**src/rtl/hazard_pkg.sv**
```systemverilog
// Shared definitions for the pipeline hazard controller.
// - state_t        : controller FSM states
// - WB_* constants : writeback-source encodings, also used by the forwarding unit
// - ld_use()       : load-use hazard detect between IF/ID and ID/EX
package hazard_pkg;

   typedef enum logic {RUN, MEM_WAIT} state_t;

   localparam logic [2:0] WB_ALU   = 3'd0;
   localparam logic [2:0] WB_LD_LO = 3'd1;
   localparam logic [2:0] WB_LD_HI = 3'd5;

   // Store data (rs2 of a store) is covered by dmem write-data forwarding,
   // so it never needs the bubble.
   function automatic logic ld_use(
      input logic [4:0] rs1_sel,
      input logic [4:0] rs2_sel,
      input logic       rs1_used,
      input logic       rs2_used,
      input logic       rs2_store_only,
      input logic [4:0] rd_sel,
      input logic       reg_wr_en,
      input logic [2:0] wb_sel
   );
      logic is_load;
      logic hit1;
      logic hit2;
      is_load = reg_wr_en && (wb_sel >= WB_LD_LO) && (wb_sel <= WB_LD_HI) && (rd_sel != 5'd0);
      hit1    = rs1_used && (rs1_sel == rd_sel);
      hit2    = rs2_used && (rs2_sel == rd_sel) && !rs2_store_only;
      return is_load && (hit1 || hit2);
   endfunction

endpackage

```
**src/rtl/sat_counter.sv**
```systemverilog
// Saturating up-counter with synchronous clear.
// Ports: clk, rst_n (async low), inc (count enable), clr (sync clear, wins
// over inc), cnt (current value, sticks at all-ones).
module sat_counter #(
   parameter int W = 16
) (
   input  logic         clk,
   input  logic         rst_n,
   input  logic         inc,
   input  logic         clr,
   output logic [W-1:0] cnt
);

   always_ff @(posedge clk or negedge rst_n) begin
      if (!rst_n)
         cnt <= '0;
      else if (clr)
         cnt <= '0;
      else if (inc && (cnt != '1))
         cnt <= cnt + W'(1);
   end

endmodule

```
**src/rtl/hazard_ctrl.sv**
```systemverilog
// Pipeline hazard / stall controller for the 5-stage core.
// Handles load-use bubbles, taken-branch flushes and data-memory waits with
// timeout; drives stage enables/flushes combinationally and keeps saturating
// stall/flush performance counters.
// Inputs : IF/ID source regs + usage, ID/EX dest/write info, br_taken_ex,
//          dmem_req/dmem_ack, cnt_clr.
// Outputs: pc_en, if_id_en, id_ex_en, ex_mem_en, if_id_flush, id_ex_flush,
//          mem_wb_flush, mem_err, stall_cnt, flush_cnt.
module hazard_ctrl
   import hazard_pkg::*;
#(
   parameter int MEM_TIMEOUT = 16,
   parameter int CNT_W       = 16
) (
   input  logic             clk,
   input  logic             rst_n,
   input  logic [4:0]       rs1_sel_if_id,
   input  logic [4:0]       rs2_sel_if_id,
   input  logic             rs1_used,
   input  logic             rs2_used,
   input  logic             rs2_store_only,
   input  logic [4:0]       rd_sel_id_ex,
   input  logic             reg_wr_en_id_ex,
   input  logic [2:0]       reg_wr_mux_sel_id_ex,
   input  logic             br_taken_ex,
   input  logic             dmem_req,
   input  logic             dmem_ack,
   input  logic             cnt_clr,
   output logic             pc_en,
   output logic             if_id_en,
   output logic             id_ex_en,
   output logic             ex_mem_en,
   output logic             if_id_flush,
   output logic             id_ex_flush,
   output logic             mem_wb_flush,
   output logic             mem_err,
   output logic [CNT_W-1:0] stall_cnt,
   output logic [CNT_W-1:0] flush_cnt
);

   localparam logic [7:0] WAIT_LAST = 8'(MEM_TIMEOUT - 1);

   state_t     state, state_nx;
   logic [7:0] wait_cnt, wait_nx;
   logic       hz_ld;
   logic       freeze;
   logic       run_rules;

   assign hz_ld = ld_use(rs1_sel_if_id, rs2_sel_if_id, rs1_used, rs2_used, rs2_store_only,
                         rd_sel_id_ex, reg_wr_en_id_ex, reg_wr_mux_sel_id_ex);

   always_ff @(posedge clk or negedge rst_n) begin
      if (!rst_n) begin
         state    <= RUN;
         wait_cnt <= 8'd0;
      end else begin
         state    <= state_nx;
         wait_cnt <= wait_nx;
      end
   end

   always_comb begin
      state_nx     = state;
      wait_nx      = wait_cnt;
      freeze       = 1'b0;
      run_rules    = 1'b0;
      pc_en        = 1'b1;
      if_id_en     = 1'b1;
      id_ex_en     = 1'b1;
      ex_mem_en    = 1'b1;
      if_id_flush  = 1'b0;
      id_ex_flush  = 1'b0;
      mem_wb_flush = 1'b0;
      mem_err      = 1'b0;

      case (state)
         RUN: begin
            // req with same-cycle ack is a zero-wait access
            if (dmem_req && !dmem_ack) begin
               freeze   = 1'b1;
               state_nx = MEM_WAIT;
               wait_nx  = 8'd1;
            end else begin
               run_rules = 1'b1;
            end
         end
         MEM_WAIT: begin
            if (dmem_ack) begin
               // release cycle: EX held any branch, act on it now
               run_rules = 1'b1;
               state_nx  = RUN;
               wait_nx   = 8'd0;
            end else if (wait_cnt == WAIT_LAST) begin
               // abandon the access: drain EX/MEM, bubble everything else
               mem_err      = 1'b1;
               pc_en        = 1'b0;
               if_id_flush  = 1'b1;
               id_ex_flush  = 1'b1;
               mem_wb_flush = 1'b1;
               state_nx     = RUN;
               wait_nx      = 8'd0;
            end else begin
               freeze  = 1'b1;
               wait_nx = wait_cnt + 8'd1;
            end
         end
         default: begin
            state_nx = RUN;
            wait_nx  = 8'd0;
         end
      endcase

      if (freeze) begin
         pc_en        = 1'b0;
         if_id_en     = 1'b0;
         id_ex_en     = 1'b0;
         ex_mem_en    = 1'b0;
         mem_wb_flush = 1'b1;
      end

      // branch wins over load-use: the dependent younger instr is flushed
      if (run_rules) begin
         if (br_taken_ex) begin
            if_id_flush = 1'b1;
            id_ex_flush = 1'b1;
         end else if (hz_ld) begin
            pc_en       = 1'b0;
            if_id_en    = 1'b0;
            id_ex_flush = 1'b1;
         end
      end
   end

   sat_counter #(.W(CNT_W)) u_stall_cnt (
      .clk   (clk),
      .rst_n (rst_n),
      .inc   (!pc_en),
      .clr   (cnt_clr),
      .cnt   (stall_cnt)
   );

   sat_counter #(.W(CNT_W)) u_flush_cnt (
      .clk   (clk),
      .rst_n (rst_n),
      .inc   (if_id_flush),
      .clr   (cnt_clr),
      .cnt   (flush_cnt)
   );

endmodule

```
**config.mk**
```make
export PLATFORM = sky130hd
export DESIGN_NAME = hazard_ctrl
export DESIGN_NICKNAME = d
export VERILOG_FILES = /design/src/rtl/hazard_pkg.sv /design/src/rtl/sat_counter.sv /design/src/rtl/hazard_ctrl.sv
export SDC_FILE = /design/constraint.sdc
export NUM_CORES = 1
export LEC_CHECK = 0
export CORE_UTILIZATION = 43
export DETAILED_ROUTE_END_ITERATION = 6
export PLACE_DENSITY_LB_ADDON = 0.08
export SLEW_MARGIN = 25
export SYNTH_ARGS = -nofsm -noshare
export SYNTH_HDL_FRONTEND = slang
export SYNTH_SLANG_ARGS = --single-unit
```
**constraint.sdc**
```tcl
create_clock -name clk -period 1.9 [get_ports clk]
set_input_delay 0.38 -clock clk [delete_from_list [all_inputs] [get_ports clk]]
set_output_delay 0.38 -clock clk [all_outputs]
set_load 0.05 [all_outputs]
```
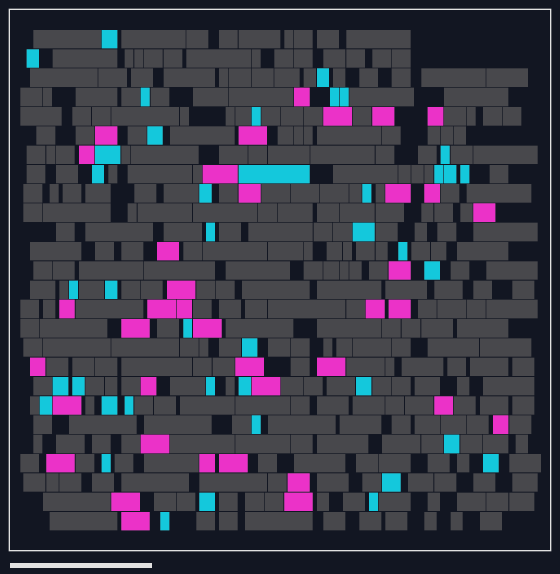
*Gate-type map, run 1*
Scale bar: 20 µm.
[cyan] NAND gates | cells: 41 | most used: nand2_1 | where: spread over the die
[magenta] AND and OR gates | cells: 38 | most used: or4_4 | where: spread over the die
most used logic cell in the final layout: sky130_fd_sc_hd__buf_4
combinational share of cell area: 39.1%
non-filler cells in the finished layout: 468

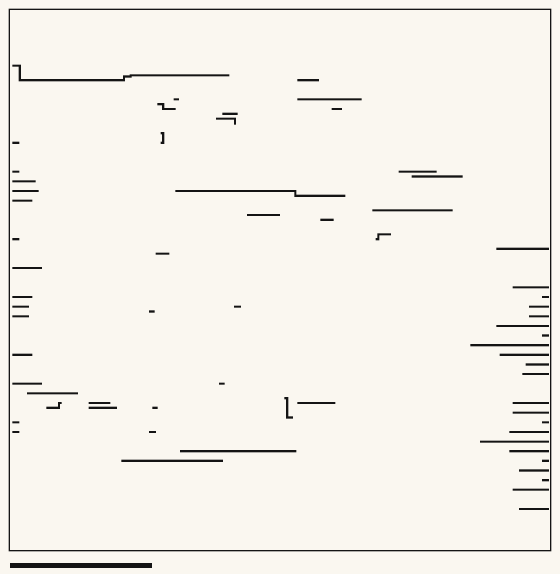
*Signal wires on met3, run 1*
Scale bar: 20 µm.
share of all routed wire: 3.6%
main direction: horizontal
longest straight run: 16.8 µm
wire length on this layer: 293 µm

==> notes.md, run 1 <==
Update from the flow run.

STA classifies the critical path endpoint as a flip-flop. Setup slack on the critical path of the routed design comes to -0.313 ns. The via count of the first global-routing pass came to 2584.

The final reports fail on negative setup slack. The number of levels the H-tree was split into is 2. The fraction of final layout cells with drive strength greater than 1 is 57.5%. The min-delay analysis places its worst path in the category in2async. The detailed placer reported the number of placed instances as 441. The endpoint arrival time on the critical path is 2.44 ns. Entering global routing, the biggest net connects 28 pins. The standard-cell row count is 26.

The power density over cell area is 503 nW/µm². The report counts max-capacitance violations totalling 0. The total routing resource utilization after global routing is 25.3%. Setup repair after global routing could not meet its margin everywhere. The transition time of the tightest slew-check pin is 0.685 ns. Leaving out fill and tap cells, the most frequent cells in the layout are 93 x sky130_fd_sc_hd__buf_4, 21 x sky130_fd_sc_hd__nor2_1, 21 x sky130_fd_sc_hd__dfrtp_1. The post-synth tally of flip-flops with integrated enable is 0. The flow ran to the end, but the final reports show violations. The post-route antenna net violation count is 0. The final-report setup violation count is 35. During I/O placement, the number of pins put on the boundary was 68.
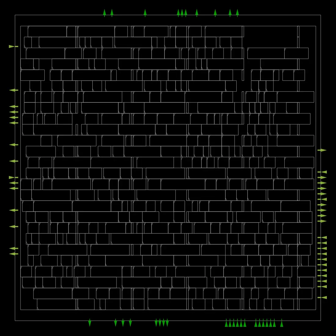
*Cell outlines without signal wires, run 1*
fraction of area in registers: 24.6%
final design utilization: 82.1%

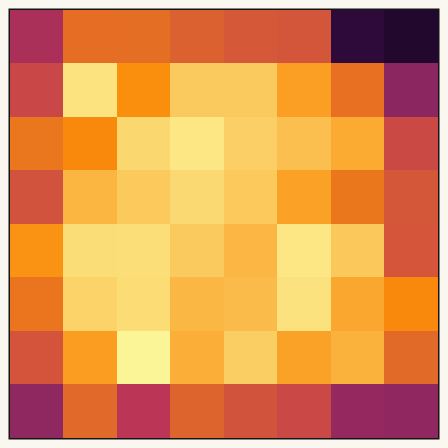
*Cell density map, run 1*
The die is cut into 8 by 8 equal tiles; black is low, pale yellow is high, 0 to 100% covered.
fullest tile: 98%
mean over tiles: 72%
emptiest ninth of the die: upper right
tiles over 75% full: 53%

## run 1: area by class of cell
cell class	instances	area [µm²]	share of cell area (%)
flip-flops and latches	41	1050	24.6
clock buffers	7	86.3	2.02
clock inverters	1	30.0	0.703
repair buffers	142	1310	30.6
inverters	9	36.3	0.849
well taps	70	87.6	2.05
multi-input cells	198	1670	39.1
## run 1: worst max-delay path by stage
stage	startpoint	end	cells after the start
CTS	reg_wr_en_id_ex	if_id_en	7
global route	wait_cnt[1]	u_flush_cnt.cnt[13]	7
floorplan	u_flush_cnt.cnt[0]	u_flush_cnt.cnt[13]	6
finish	wait_cnt[1]	u_flush_cnt.cnt[13]	7
detailed placement	rd_sel_id_ex[2]	u_stall_cnt.cnt[1]	8
global placement	rd_sel_id_ex[2]	u_stall_cnt.cnt[1]	8
## run 1: state kept, by name (all words and copies together), names as in the netlist
name	cells
u_stall_cnt.cnt	16
state	1
u_flush_cnt.cnt	16
wait_cnt	8
## run 1: synthesized netlist by cell type (3+ instances only)
cell and n:
sky130_fd_sc_hd__or3_1 10, sky130_fd_sc_hd__nand2_1 20, sky130_fd_sc_hd__inv_1 9, sky130_fd_sc_hd__clkbuf_1 3, sky130_fd_sc_hd__nor2_1 25, sky130_fd_sc_hd__nand4_1 7, sky130_fd_sc_hd__o21ai_1 6, sky130_fd_sc_hd__a21oi_1 20
sky130_fd_sc_hd__xnor2_1 17, sky130_fd_sc_hd__o31ai_1 9, sky130_fd_sc_hd__dfrtp_1 41, sky130_fd_sc_hd__or4_1 9, sky130_fd_sc_hd__and2_1 3, sky130_fd_sc_hd__ha_1 3, sky130_fd_sc_hd__o21ai_0 10, sky130_fd_sc_hd__and3_1 5
sky130_fd_sc_hd__nand3_1 10, sky130_fd_sc_hd__xor2_1 9, sky130_fd_sc_hd__and4_1 5
## run 1: report_power, final
group          leakage (nW)  total, W  switching, W  internal (W)
combinational          1.27  0.000496      0.000251      0.000245
sequential            0.534  0.000907     0.0000174      0.000890
clock                0.0585  0.000747      0.000318      0.000429
## run 1: metal layers
metal / vias to the layer above / track usage, % / share of wire (%)
li1: 1214 / - / -
met1: 1292 / 32.2 / 42
met2: 88 / 45.2 / 53
met3: 14 / 3.35 / 3.6
met4: 0 / 6.92 / 1.6
met5: - / 0 / 0
## run 1: repair_timing
action	CTS	global route
pin swaps	34	31
endpoints found under the setup margin	40	40
cloned	2	0
setup buffers	12	8
gates resized	82	54
## run 1: worst max-delay path, stage by stage, from the launching register on
cell and delay [ns]:
sky130_fd_sc_hd__dfrtp_1 0.41, sky130_fd_sc_hd__ha_4 0.16, sky130_fd_sc_hd__and4b_1 0.23, sky130_fd_sc_hd__a32oi_2 0.15, sky130_fd_sc_hd__buf_4 0.18, sky130_fd_sc_hd__or4b_4 0.54, sky130_fd_sc_hd__or3_1 0.35, sky130_fd_sc_hd__a21oi_2 0.13
## run 1: cell families (layout without fill, tap and decap cells)
| group | Yosys count | in the layout |
|---|---|---|
| AND-OR/OR-AND | 58 | 58 |
| XOR/XNOR | 26 | 26 |
| adder cells (fa/ha/maj) | 3 | 3 |
| buffers and inverters | 16 | 159 |
| flip-flops | 41 | 41 |
| multiplexers | 2 | 2 |
| AND/OR/NAND/NOR | 109 | 109 |
## Run 2: what changed since run 1
- SLEW_MARGIN: 25 -> 20
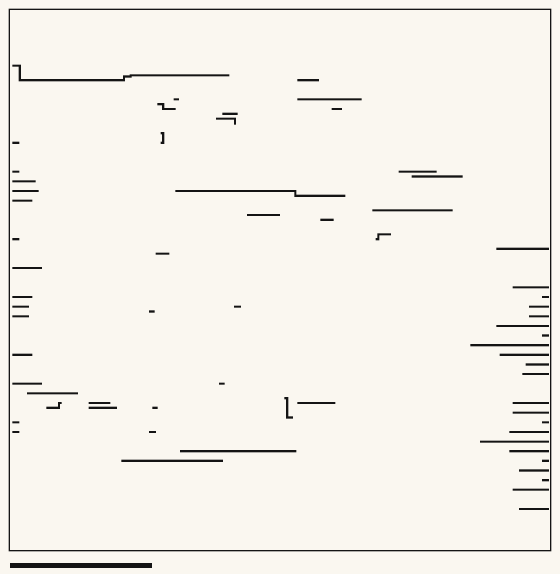
*Signal wires on met3, run 2*
Scale bar: 20 µm.
share of all routed wire: 3.6%
longest straight run: 16.8 µm
wire length on this layer: 293 µm
nets with wire on the layer: 59
main direction: horizontal

==> run 2 against run 1 <==
Against the previous run: the flow still finishes with violations (negative setup slack); core utilization did not move; largest cell class unchanged; power stayed put; via count is the same; first-iteration DRC count unchanged; final cell count unchanged; synthesized cell count stayed put; area after synthesis unchanged.
==> notes.md, run 2 <==
Update from the flow run.

The top cell type in the final layout, fill and taps aside, is sky130_fd_sc_hd__buf_4. The transition time of the tightest slew-check pin is 0.685 ns (unchanged). Looking at the critical path, the single cell with the biggest stage delay is sky130_fd_sc_hd__or4b_4. The largest net degree at the start of global routing is 28 (unchanged). The standard-cell row count is 26 (unchanged). The maximum cell stage delay along the critical path came to 0.54 ns (about the same). The top cell family by delay on the critical path is simple AND/OR/NAND/NOR gates. The area occupied by multi-input gates is 1670 µm² (unchanged). The number of placed I/O pins is 68 (unchanged). By instance count after routing, the leading logic cell types are 93 x sky130_fd_sc_hd__buf_4, 21 x sky130_fd_sc_hd__nor2_1, 21 x sky130_fd_sc_hd__dfrtp_1. The final-report setup violation count is 35 (unchanged). The total buffers and inverters traversed by the critical path is 1 (unchanged). The sequential cell area in the final layout is 1050 µm² (unchanged).

The largest registers in the layout are u_flush_cnt.cnt x16, u_stall_cnt.cnt x16, wait_cnt x8. The final reports fail on negative setup slack. The post-synth tally of flip-flops with integrated enable is 0 (unchanged). Ranked by instance count, the synthesized netlist is headed by 41 x sky130_fd_sc_hd__dfrtp_1, 25 x sky130_fd_sc_hd__nor2_1, 20 x sky130_fd_sc_hd__a21oi_1, 20 x sky130_fd_sc_hd__nand2_1, 17 x sky130_fd_sc_hd__xnor2_1.

The number of levels the H-tree was split into is 2 (unchanged). The fraction of final layout cells with drive strength greater than 1 is 57.5% (unchanged). The power density over cell area was 503 nW/µm² (unchanged). The slack of the critical path is -0.313 ns (unchanged).

The total routing resource utilization after global routing was 25.3% (unchanged). The run finished, with violations left. sky130_fd_sc_hd__dfrtp_1 is the most common cell in the netlist.
-- run 2: what timing repair did --
item                                    in CTS  in global routing
cloned                                       2                  0
endpoints found under the setup margin      40                 40
resized                                     82                 54
buffers inserted                            12                  8
pin swaps                                   34                 31
-- run 2: per-layer routing --
metal / part of all wire (%) / GRT usage, % / wire length (µm)
met4: 1.6 / 6.92 / 126
met5: 0 / 0 / 0
met1: 42 / 32.2 / 3400
met3: 3.6 / 3.35 / 293
met2: 53 / 45.2 / 4270
-- run 2: cells by family after synthesis --
kind of cell | Yosys count | synth area share (%)
compound gates | 58 | 15.1
xor+xnor | 26 | 9.62
fa+ha+maj | 3 | 1.59
buf+inv | 16 | 3.75
flops | 41 | 43.3
mux | 2 | 0.846
simple gates | 109 | 25.8
-- run 2: area by class of cell --
cell class | count | share of cell area [%]
clock inverter | 1 | 0.703
tap | 70 | 2.05
clock buffer | 7 | 2.02
sequential | 41 | 24.6
timing repair buffer | 142 | 30.6
multi-input combinational | 198 | 39.1
inverter | 9 | 0.849
-- run 2: through the flow --
step | instance area [µm²] | instances | util [%] | setup TNS (ns)
final | 4270 | 468 | 82.1 | -5.37
after global routing | 4270 | 468 | 82.1 | -7.98
after CTS | 4040 | 461 | 77.7 | -4.18
after detailed placement | 3620 | 441 | 69.5 | -17.56
after global placement | 3620 | 441 | 69.5 | -16.66
after floorplan | 2480 | 255 | - | -2.45
-- run 2: power breakdown --
group	total, W	switching, W	internal [W]	leakage [nW]
logic	0.000496	0.000251	0.000245	1.27
registers	0.000907	0.0000174	0.000890	0.534
clock network	0.000747	0.000318	0.000429	0.0585
-- run 2: worst paths after layout --
kind,from,to,slack [ns]
setup / recovery,wait_cnt[1],u_flush_cnt.cnt[13],-0.31
hold / removal,rst_n,u_stall_cnt.cnt[10],0.01
setup reg to reg,wait_cnt[1],u_flush_cnt.cnt[13],-0.31
hold reg to reg,wait_cnt[3],wait_cnt[3],0.58
max in group asynchronous,rst_n,u_flush_cnt.cnt[0],1.39
min in group clk,dmem_ack,wait_cnt[0],0.45
## Run 3: what changed since run 2
- MAX_ROUTING_LAYER: not set -> met4
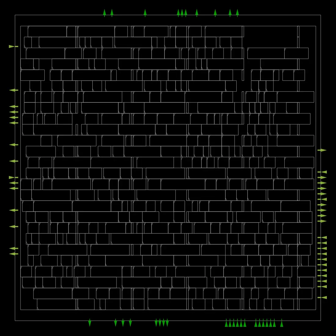
*Cell outlines without signal wires, run 3*
number of core rows: 26
count of sequential standard cells: 41
Core Region: 5200 µm²

==> run 3 against run 2 <==
Against the previous run: the run still ends with negative setup slack left; fmax hardly changed; area after synthesis stayed put; design area stayed put; wire length hardly changed; clock-buffer cell count stayed put; power hardly changed; synthesized cell count stayed put; register-to-register slack hardly changed; clock skew is 0.0019 ns higher; largest power group unchanged; highest routed layer unchanged.
==> notes.md, run 3 <==
Update from the flow run.

The post-synth tally of flip-flops with integrated enable came to 0 (unchanged). The number of placed I/O pins came to 68 (unchanged). The number of standard cells in the final layout excluding fillers is 468 (unchanged). The most common logic cells in the final layout are 93 x sky130_fd_sc_hd__buf_4, 21 x sky130_fd_sc_hd__nor2_1, 21 x sky130_fd_sc_hd__dfrtp_1.

The final-report setup violation count is 35 (unchanged). The antenna diode instance count is 0. The area share of fa/ha/maj cells after synthesis is 1.59% (unchanged). The transition time of the tightest slew-check pin was 0.686 ns (+0.00103 ns). The power density over cell area is 504 nW/µm² (about the same). The complex-gate fraction of the synthesized area is 15.1% (unchanged). The total routing resource utilization after global routing is 26.1% (+0.77 points). Yosys attributes the largest share of cell area to sky130_fd_sc_hd__dfrtp_1 43%, sky130_fd_sc_hd__xnor2_1 6.3%, sky130_fd_sc_hd__a21oi_1 4.2%. The largest registers in the layout are u_flush_cnt.cnt x16, u_stall_cnt.cnt x16, wait_cnt x8. The mux cell area share after synthesis is 0.846% (unchanged). The most frequent logic cell in the layout is sky130_fd_sc_hd__buf_4. For reference, the top logic cell family by area is simple AND/OR/NAND/NOR gates. The commonest cells after synthesis are 41 x sky130_fd_sc_hd__dfrtp_1, 25 x sky130_fd_sc_hd__nor2_1, 20 x sky130_fd_sc_hd__a21oi_1, 20 x sky130_fd_sc_hd__nand2_1, 17 x sky130_fd_sc_hd__xnor2_1. Along the worst path, the maximum fanout reaches 4. The placed cell count is 441 (unchanged). The final total negative setup slack is -5.39 ns (-0.0198 ns). Looking at the clock tree report, the root buffer type is sky130_fd_sc_hd__clkbuf_8. The flow ran to the end, but the final reports show violations.

The checks that failed: negative setup slack. The number of antenna violations at the first check in global routing is 0. The number of detailed-route iterations in the first pass is 4. The post-synthesis share of cell area spent on and, or, nand and nor gates is 25.8% (unchanged). The final standard cell utilization of the core was 82.1% (unchanged). The most frequent cell after synthesis is sky130_fd_sc_hd__dfrtp_1. The largest net degree at the start of global routing is 28 (unchanged). The static leakage is 1.86 nW. The routed design has 8090 µm of wire. The fraction of final layout cells with drive strength greater than 1 came to 57.5% (unchanged). The slack of the critical path is -0.313 ns (-0.000199 ns).
-- run 3: cell counts in the layout (fill, tap and decap cells not counted) --
No cell type changed its count.
-- run 3: path summary, 6_finish.rpt --
| kind | start | endpoint | slack [ns] |
|---|---|---|---|
| setup / recovery | wait_cnt[1] | u_flush_cnt.cnt[13] | -0.31 |
| hold / removal | rst_n | u_stall_cnt.cnt[10] | 0.01 |
| setup reg to reg | wait_cnt[1] | u_flush_cnt.cnt[13] | -0.31 |
| hold reg to reg | wait_cnt[3] | wait_cnt[3] | 0.59 |
| max in group asynchronous | rst_n | u_stall_cnt.cnt[13] | 1.39 |
| min in group clk | dmem_ack | wait_cnt[0] | 0.45 |
-- run 3: logic make-up (layout without fill, tap and decap cells) --
family                     after synthesis  count (layout)
xor gates and xnor gates                26              26
muxes                                    2               2
buffers and inverters                   16             159
DFF                                     41              41
AOI/OAI and AO/OA                       58              58
adders and majority gates                3               3
and+or+nand+nor                        109             109
-- run 3: where the power goes --
group | leakage, nW | switching, W | internal (W)
Sequential | 0.534 | 0.0000174 | 0.000890
Clock | 0.0585 | 0.000320 | 0.000429
Combinational | 1.27 | 0.000250 | 0.000245
-- run 3: timing repair --
item,in CTS,in global routing
endpoints found under the hold margin,0,0
buffers inserted,12,8
gates cloned,2,0
pin swaps,34,31
resized,82,54
endpoints found under the setup margin,40,40
-- run 3: per-layer routing --
layer	share of wire, %	global-route usage (%)	up-vias
li1	-	-	1219
met2	53	45.1	80
met4	1.1	6.92	0
met1	42	32.3	1278
met5	0	-	-
met3	3.6	3.35	12
-- run 3: layout make-up --
class | count | area, µm²
clock buffer | 7 | 86.3
clock inverter | 1 | 30.0
fill | 313 | 933
inverter | 9 | 36.3
multi-input combinational | 198 | 1670
sequential | 41 | 1050
tap | 70 | 87.6
timing repair buffer | 142 | 1310
-- run 3: worst max-delay path, cell delays in order, from the launching register on --
cell and delay (ns):
sky130_fd_sc_hd__dfrtp_1 0.41, sky130_fd_sc_hd__ha_4 0.16, sky130_fd_sc_hd__and4b_1 0.23, sky130_fd_sc_hd__a32oi_2 0.16, sky130_fd_sc_hd__buf_4 0.18, sky130_fd_sc_hd__or4b_4 0.54, sky130_fd_sc_hd__or3_1 0.35, sky130_fd_sc_hd__a21oi_2 0.13
-- run 3: stage by stage --
| step | instance area (µm²) | hold slack, ns |
|---|---|---|
| final | 4270 | 0.0134 |
| after global routing | 4270 | 0.0366 |
| after CTS | 4040 | 0.0179 |
| after detailed placement | 3620 | 0.339 |
| after global placement | 3620 | 0.337 |
| after floorplan | 2480 | 0.0844 |
No activity file was given, so power comes from the tool's default toggle rates.
